==> src/rtl/sia_rx_ctl_if.sv <==
// Wishbone B4 classic bus bundle used by sia_rx_ctl.
// Signal suffixes are seen from the slave side.
interface sia_rx_ctl_if;
    logic        cyc_i;
    logic        stb_i;
    logic        we_i;
    logic [2:0]  adr_i;
    logic [15:0] dat_i;
    logic [15:0] dat_o;
    logic        ack_o;

    modport master (output cyc_i, stb_i, we_i, adr_i, dat_i, input dat_o, ack_o);
    modport slave  (input cyc_i, stb_i, we_i, adr_i, dat_i, output dat_o, ack_o);
endinterface

==> src/rtl/sia_rx_ctl.sv <==
// SIA receive-path controller: Wishbone register file plus receive-queue drain sequencer.
// Optional interrupt logic is built only when SIA_RXC_IRQ_EN is defined.
module sia_rx_ctl #(
    parameter int          SHIFT_REG_WIDTH = 16,
    parameter int          BAUD_RATE_WIDTH = 32,
    parameter int          RESET_BITS      = 10,
    parameter logic [31:0] RESET_BAUD      = 32'd0
) (
    input  logic                       clk_i,
    input  logic                       reset_i,
    sia_rx_ctl_if.slave                wb,
    output logic [5:0]                 bits_o,
    output logic [BAUD_RATE_WIDTH-1:0] baud_o,
    output logic                       eedd_o,
    output logic                       eedc_o,
    input  logic [SHIFT_REG_WIDTH-1:0] rxq_dat_i,
    input  logic                       rxq_full_i,
    input  logic                       rxq_not_empty_i,
    output logic                       rxq_oe_o,
    output logic                       rxq_pop_o,
    output logic                       irq_o
);

    localparam logic [1:0] ST_IDLE = 2'd0;
    localparam logic [1:0] ST_OE   = 2'd1;
    localparam logic [1:0] ST_POP  = 2'd2;
    localparam logic [1:0] ST_ACK  = 2'd3;

    localparam logic [2:0] A_STATUS  = 3'd0;
    localparam logic [2:0] A_CONFIG  = 3'd1;
    localparam logic [2:0] A_BAUD_LO = 3'd2;
    localparam logic [2:0] A_BAUD_HI = 3'd3;
    localparam logic [2:0] A_DATA    = 3'd4;

    logic [1:0]  state;
    logic [15:0] rdat;
    logic [15:0] staging;
    logic [15:0] rd_mux;
    logic        ovf;
    logic        full_q;
    logic        ie;
    logic        req;
    logic        wr_req;
    logic        pop_req;
    logic        full_rise;
    logic        ovf_clr;

    // Strobes are only accepted in IDLE, which spaces back-to-back accesses.
    assign req       = (state == ST_IDLE) & wb.cyc_i & wb.stb_i;
    assign wr_req    = req & wb.we_i;
    assign pop_req   = req & ~wb.we_i & (wb.adr_i == A_DATA) & rxq_not_empty_i;
    assign full_rise = rxq_full_i & ~full_q;
    assign ovf_clr   = wr_req & (wb.adr_i == A_STATUS) & wb.dat_i[2];

    always_comb begin
        rd_mux = '0;
        case (wb.adr_i)
            A_STATUS:  rd_mux = {13'd0, ovf, rxq_full_i, rxq_not_empty_i};
            A_CONFIG:  rd_mux = {7'd0, ie, eedc_o, eedd_o, bits_o};
            A_BAUD_LO: rd_mux = staging;
            A_BAUD_HI: rd_mux = 16'(baud_o >> 16);
            default:   rd_mux = '0;
        endcase
    end

    always_ff @(posedge clk_i or posedge reset_i) begin
        if (reset_i) begin
            state <= ST_IDLE;
        end else begin
            case (state)
                ST_IDLE: if (req) state <= pop_req ? ST_OE : ST_ACK;
                ST_OE:   state <= wb.cyc_i ? ST_POP : ST_IDLE;
                ST_POP:  state <= ST_ACK;
                default: state <= ST_IDLE;
            endcase
        end
    end

    // Register reads latch at the sample edge; a DATA pop overwrites on POP exit.
    always_ff @(posedge clk_i or posedge reset_i) begin
        if (reset_i) begin
            rdat <= '0;
        end else if (req & ~wb.we_i) begin
            rdat <= rd_mux;
        end else if (state == ST_POP) begin
            rdat <= 16'(rxq_dat_i);
        end
    end

    always_ff @(posedge clk_i or posedge reset_i) begin
        if (reset_i) begin
            bits_o  <= 6'(RESET_BITS);
            baud_o  <= BAUD_RATE_WIDTH'(RESET_BAUD);
            eedd_o  <= 1'b0;
            eedc_o  <= 1'b0;
            staging <= '0;
        end else if (wr_req) begin
            case (wb.adr_i)
                A_CONFIG:  {eedc_o, eedd_o, bits_o} <= wb.dat_i[7:0];
                A_BAUD_LO: staging <= wb.dat_i;
                A_BAUD_HI: baud_o <= BAUD_RATE_WIDTH'({wb.dat_i, staging});
                default:   ;
            endcase
        end
    end

    // A fresh rising edge of full beats a simultaneous software clear.
    always_ff @(posedge clk_i or posedge reset_i) begin
        if (reset_i) begin
            full_q <= 1'b0;
            ovf    <= 1'b0;
        end else begin
            full_q <= rxq_full_i;
            if (full_rise)
                ovf <= 1'b1;
            else if (ovf_clr)
                ovf <= 1'b0;
        end
    end

`ifdef SIA_RXC_IRQ_EN
    logic irq_q;

    always_ff @(posedge clk_i or posedge reset_i) begin
        if (reset_i) begin
            ie    <= 1'b0;
            irq_q <= 1'b0;
        end else begin
            if (wr_req && (wb.adr_i == A_CONFIG))
                ie <= wb.dat_i[8];
            irq_q <= ie & (rxq_not_empty_i | ovf);
        end
    end

    assign irq_o = irq_q;
`else
    assign ie    = 1'b0;
    assign irq_o = 1'b0;
`endif

    assign rxq_oe_o  = (state == ST_OE) | (state == ST_POP);
    assign rxq_pop_o = (state == ST_POP);
    assign wb.ack_o  = (state == ST_ACK) & wb.cyc_i;
    assign wb.dat_o  = wb.ack_o ? rdat : '0;

endmodule

==> src/flat_wrapper.sv <==
// flat-port wrapper written by rule: the top's interface ports become plain ports
module sia_rx_ctl_flat 
#(
    parameter int          SHIFT_REG_WIDTH = 16,
    parameter int          BAUD_RATE_WIDTH = 32,
    parameter int          RESET_BITS      = 10,
    parameter logic [31:0] RESET_BAUD      = 32'd0
)
  (clk_i, reset_i, bits_o, baud_o, eedd_o, eedc_o, rxq_dat_i, rxq_full_i, rxq_not_empty_i, rxq_oe_o, rxq_pop_o, irq_o, wb_cyc_i, wb_stb_i, wb_we_i, wb_adr_i, wb_dat_i, wb_dat_o, wb_ack_o);
  sia_rx_ctl_if wb_i ();
  input  logic clk_i;
  input  logic reset_i;
  output logic [5:0] bits_o;
  output logic [BAUD_RATE_WIDTH-1:0] baud_o;
  output logic eedd_o;
  output logic eedc_o;
  input  logic [SHIFT_REG_WIDTH-1:0] rxq_dat_i;
  input  logic rxq_full_i;
  input  logic rxq_not_empty_i;
  output logic rxq_oe_o;
  output logic rxq_pop_o;
  output logic irq_o;
  input wire logic [$bits(wb_i.cyc_i)-1:0] wb_cyc_i;
  input wire logic [$bits(wb_i.stb_i)-1:0] wb_stb_i;
  input wire logic [$bits(wb_i.we_i)-1:0] wb_we_i;
  input wire logic [$bits(wb_i.adr_i)-1:0] wb_adr_i;
  input wire logic [$bits(wb_i.dat_i)-1:0] wb_dat_i;
  output wire logic [$bits(wb_i.dat_o)-1:0] wb_dat_o;
  output wire logic [$bits(wb_i.ack_o)-1:0] wb_ack_o;
  assign wb_i.cyc_i = wb_cyc_i;
  assign wb_i.stb_i = wb_stb_i;
  assign wb_i.we_i = wb_we_i;
  assign wb_i.adr_i = wb_adr_i;
  assign wb_i.dat_i = wb_dat_i;
  assign wb_dat_o = wb_i.dat_o;
  assign wb_ack_o = wb_i.ack_o;
  sia_rx_ctl #(.SHIFT_REG_WIDTH(SHIFT_REG_WIDTH), .BAUD_RATE_WIDTH(BAUD_RATE_WIDTH), .RESET_BITS(RESET_BITS), .RESET_BAUD(RESET_BAUD)) u_core (.clk_i(clk_i), .reset_i(reset_i), .wb(wb_i), .bits_o(bits_o), .baud_o(baud_o), .eedd_o(eedd_o), .eedc_o(eedc_o), .rxq_dat_i(rxq_dat_i), .rxq_full_i(rxq_full_i), .rxq_not_empty_i(rxq_not_empty_i), .rxq_oe_o(rxq_oe_o), .rxq_pop_o(rxq_pop_o), .irq_o(irq_o));
endmodule
==> config.mk <==
export PLATFORM = sky130hd
export DESIGN_NAME = sia_rx_ctl_flat
export DESIGN_NICKNAME = d
export VERILOG_FILES = /design/src/rtl/sia_rx_ctl_if.sv /design/src/rtl/sia_rx_ctl.sv /design/src/flat_wrapper.sv
export SDC_FILE = /design/constraint.sdc
export NUM_CORES = 1
export LEC_CHECK = 0
export CAP_MARGIN = 10
export CORE_MARGIN = 5
export CORE_UTILIZATION = 60
export DETAILED_ROUTE_END_ITERATION = 12
export DONT_BUFFER_PORTS = 1
export PLACE_DENSITY = 0.72
export RECOVER_POWER = 25
export SYNTH_ARGS = -nofsm -noshare
export SYNTH_HDL_FRONTEND = slang
export SYNTH_SLANG_ARGS = --single-unit
==> constraint.sdc <==
create_clock -name clk_i -period 2.8 [get_ports clk_i]
set_clock_uncertainty 0.2 [all_clocks]
set_input_delay 0.28 -clock clk_i [delete_from_list [all_inputs] [get_ports clk_i]]
set_output_delay 0.28 -clock clk_i [all_outputs]
set_load 0.02 [all_outputs]
Metal 1:
Scale: 6 px per um. Supply wires on this layer in gray.
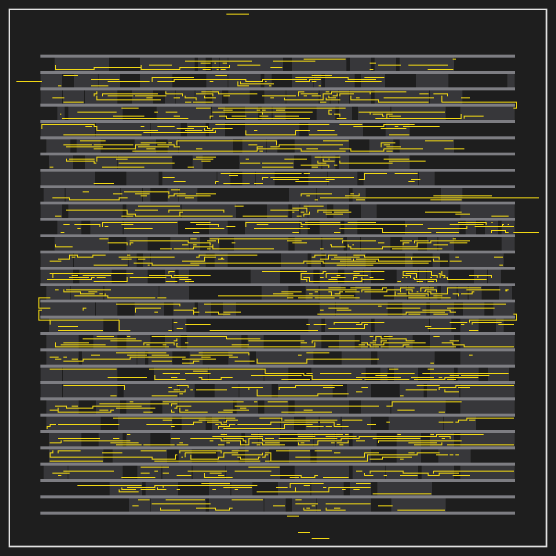
wire length on this layer	3540 um
nets with wire on the layer	316
share of all routed wire	42%

Cell sizes after repair:
Scale: 4 px per um.
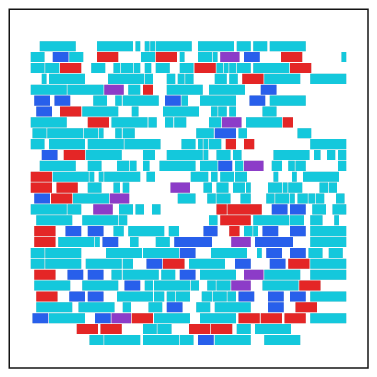
color	size	cells	most used
blue	drive 2	42	mux2_2
red	drive 3 to 4	38	mux2_4
purple	drive 6 and up	11	clkbuf_8
cyan	drive 1 or less	225	dfrtp_1
fin worst setup slack: 0.145 ns
Signal buffers: 35
Final Instance Area: 4250 um2
Layout area overhead: 12.8%

==> CHANGELOG.md <==
### Implementation results

* MUX area fraction at 26.4%
* CP delay by family, top: buffers and inverters
* Gate power share at 29.2%
* Area reported by Yosys stat at 3770 um2
* Clock Sinks at 76
* CTS Buffer Depth at 2
* Sequential power at 1.79 mW
* Post-DP Area at 3780 um2
* Reg clk slew, reported paths at 0.07 ns
* WHS at 0.0130 ns
* Global-route wire length before repair at 13100 um
* Die width at 89.3 um
* Syn Inst Count at 286
* DR WL/cell at 21.6 um
* CTS root buf: clkbuf_8
* Max Used Layer: met4
* Biggest register: u_core.baud_o
* Total Wirelength at 8430 um
* Fraction of layout cells with a size suffix above 1 at 28.8%
* Final Wtd Congestion at 0.837
* Critical path buffers and inverters at 3
* Worst Reg-to-Reg Cells at 6
* Yosys reg bits at 76
* Sequential cell area at 1900 um2
* Avg Cell Area, Syn at 13.2 um2
* Max reg flops at 32
* LEAKAGE at 2.12 nW
* Antenna diodes at 0
* Non-clock inverter count at 12
* Max-slew violation count at 50
* Tool warnings at 30
* DIE HEIGHT at 89.3 um
* Overflow after GRT at 0
* Status: complete, but fails checks
* PwrDens at 842 nW/um2
* Crit path max-delay cell type: dlygate4sd3_1
* Post-synth net total at 333
* Crit. End Element: flip-flop
* Biggest registers after layout: u_core.baud_o (32), u_core.rdat (16), u_core.staging (16)
* Via count at 2392
* Post-synth seq share at 50.5%
* Setup bufs post-CTS at 0
* Drt pass-1 iters at 4
* CLK BUF at 14
* Fraction of area in multi-input gates at 40.0%
* Top cell category: registers
* Post-synth ARST share at 100%
* Placement Setup Slack at 0.354 ns
* I/O pins at 102
* Filler instances at 449
* NetSw at 1.25 mW
* Sequential cell area share at 44.8%
* Violated checks: capacitance limit, slew limit
* N_taps at 75
* Core ar. at 6030 um2
* Gr usage total at 22.3%
* Switching portion of total power at 34.8%
* Setup_tns at 0 ns
* Final min period at 2.65 ns
* Int Pwr at 2.34 mW
* Xor/xnor share at 0%
* Cell Area, Synth at 3770 um2
* MI comb area at 1700 um2
* Slew at the pin closest to its max-slew limit at 1.83 ns
* Yosys cell types at 39
* Design Power at 3.58 mW
* Setup crit start kind: flip-flop
* Metal3 WL at 801 um
* Unrepaired setup endpoints after global routing: false
* Initial antenna violation count at 0
* # DRC at 0
* Cell mode on critical path: dlygate4sd3_1
* Final setup violation count at 0
* Max-cap violations at 1
* DRT met1 WL at 3540 um
* Max H-tree Level at 3
* Starting density of the core at 62.6%
Local utilization:
Scale: 4 px per um. 9 x 9 tiles, from dark blue (low) to red (high), 0 to 100% covered.
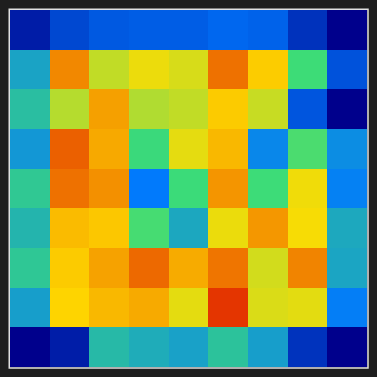
nearly empty tiles	4.9%
emptiest ninth of the die	north-east
tiles over 75% full	30%

[path summary, 6_finish.rpt]
path,slack (ns),startpoint,endpoint
worst max-delay path,0.15,u_core.state[0],u_core.state[0]
worst min-delay path,0.01,rxq_dat_i[14],u_core.rdat[14]
worst max register to register,0.15,u_core.state[0],u_core.state[0]
worst min register to register,0.30,u_core.rdat[9],u_core.rdat[9]
max in group asynchronous,0.55,reset_i,u_core.baud_o[1]
min in group asynchronous,0.76,reset_i,u_core.staging[9]
[synth_stat cells (4+ instances only)]
cell      count
dfrtp_1      74
mux2_2       37
mux2_4       30
and3_1       16
mux2i_1      13
inv_1        12
nor3_1       11
a21oi_1       9
o22a_1        8
nand2b_1      6
o22ai_1       6
a22oi_1       5
buf_2         5
clkbuf_1      5
ha_1          5
buf_6         4
nand2_1       4
[cells in the final DEF, fill, tap and decap left out, drive strengths merged]
cell type / synthesis / layout
a211oi: 3 / 3
a21bo: 1 / 1
a21oi: 9 / 9
a221oi: 1 / 1
a222oi: 3 / 3
a22o: 1 / 1
a22oi: 5 / 5
a31oi: 1 / 1
and2: 1 / 1
and2b: 1 / 1
and3: 16 / 16
and4b: 2 / 2
buf: 15 / 5
clkbuf: 5 / 14
clkinvlp: 0 / 1
conb: 1 / 1
dfrtp: 74 / 74
dfstp: 2 / 2
dlygate4sd3: 0 / 30
ha: 5 / 5
inv: 12 / 12
mux2: 67 / 67
mux2i: 13 / 13
nand2: 4 / 4
nand2b: 6 / 6
nand3: 1 / 1
nand3b: 1 / 1
nand4: 2 / 2
nand4b: 3 / 3
nor2: 3 / 3
nor2b: 2 / 2
nor3: 11 / 11
o22a: 8 / 8
o22ai: 6 / 6
o41ai: 1 / 1
Power and IR drop assume default switching activity.
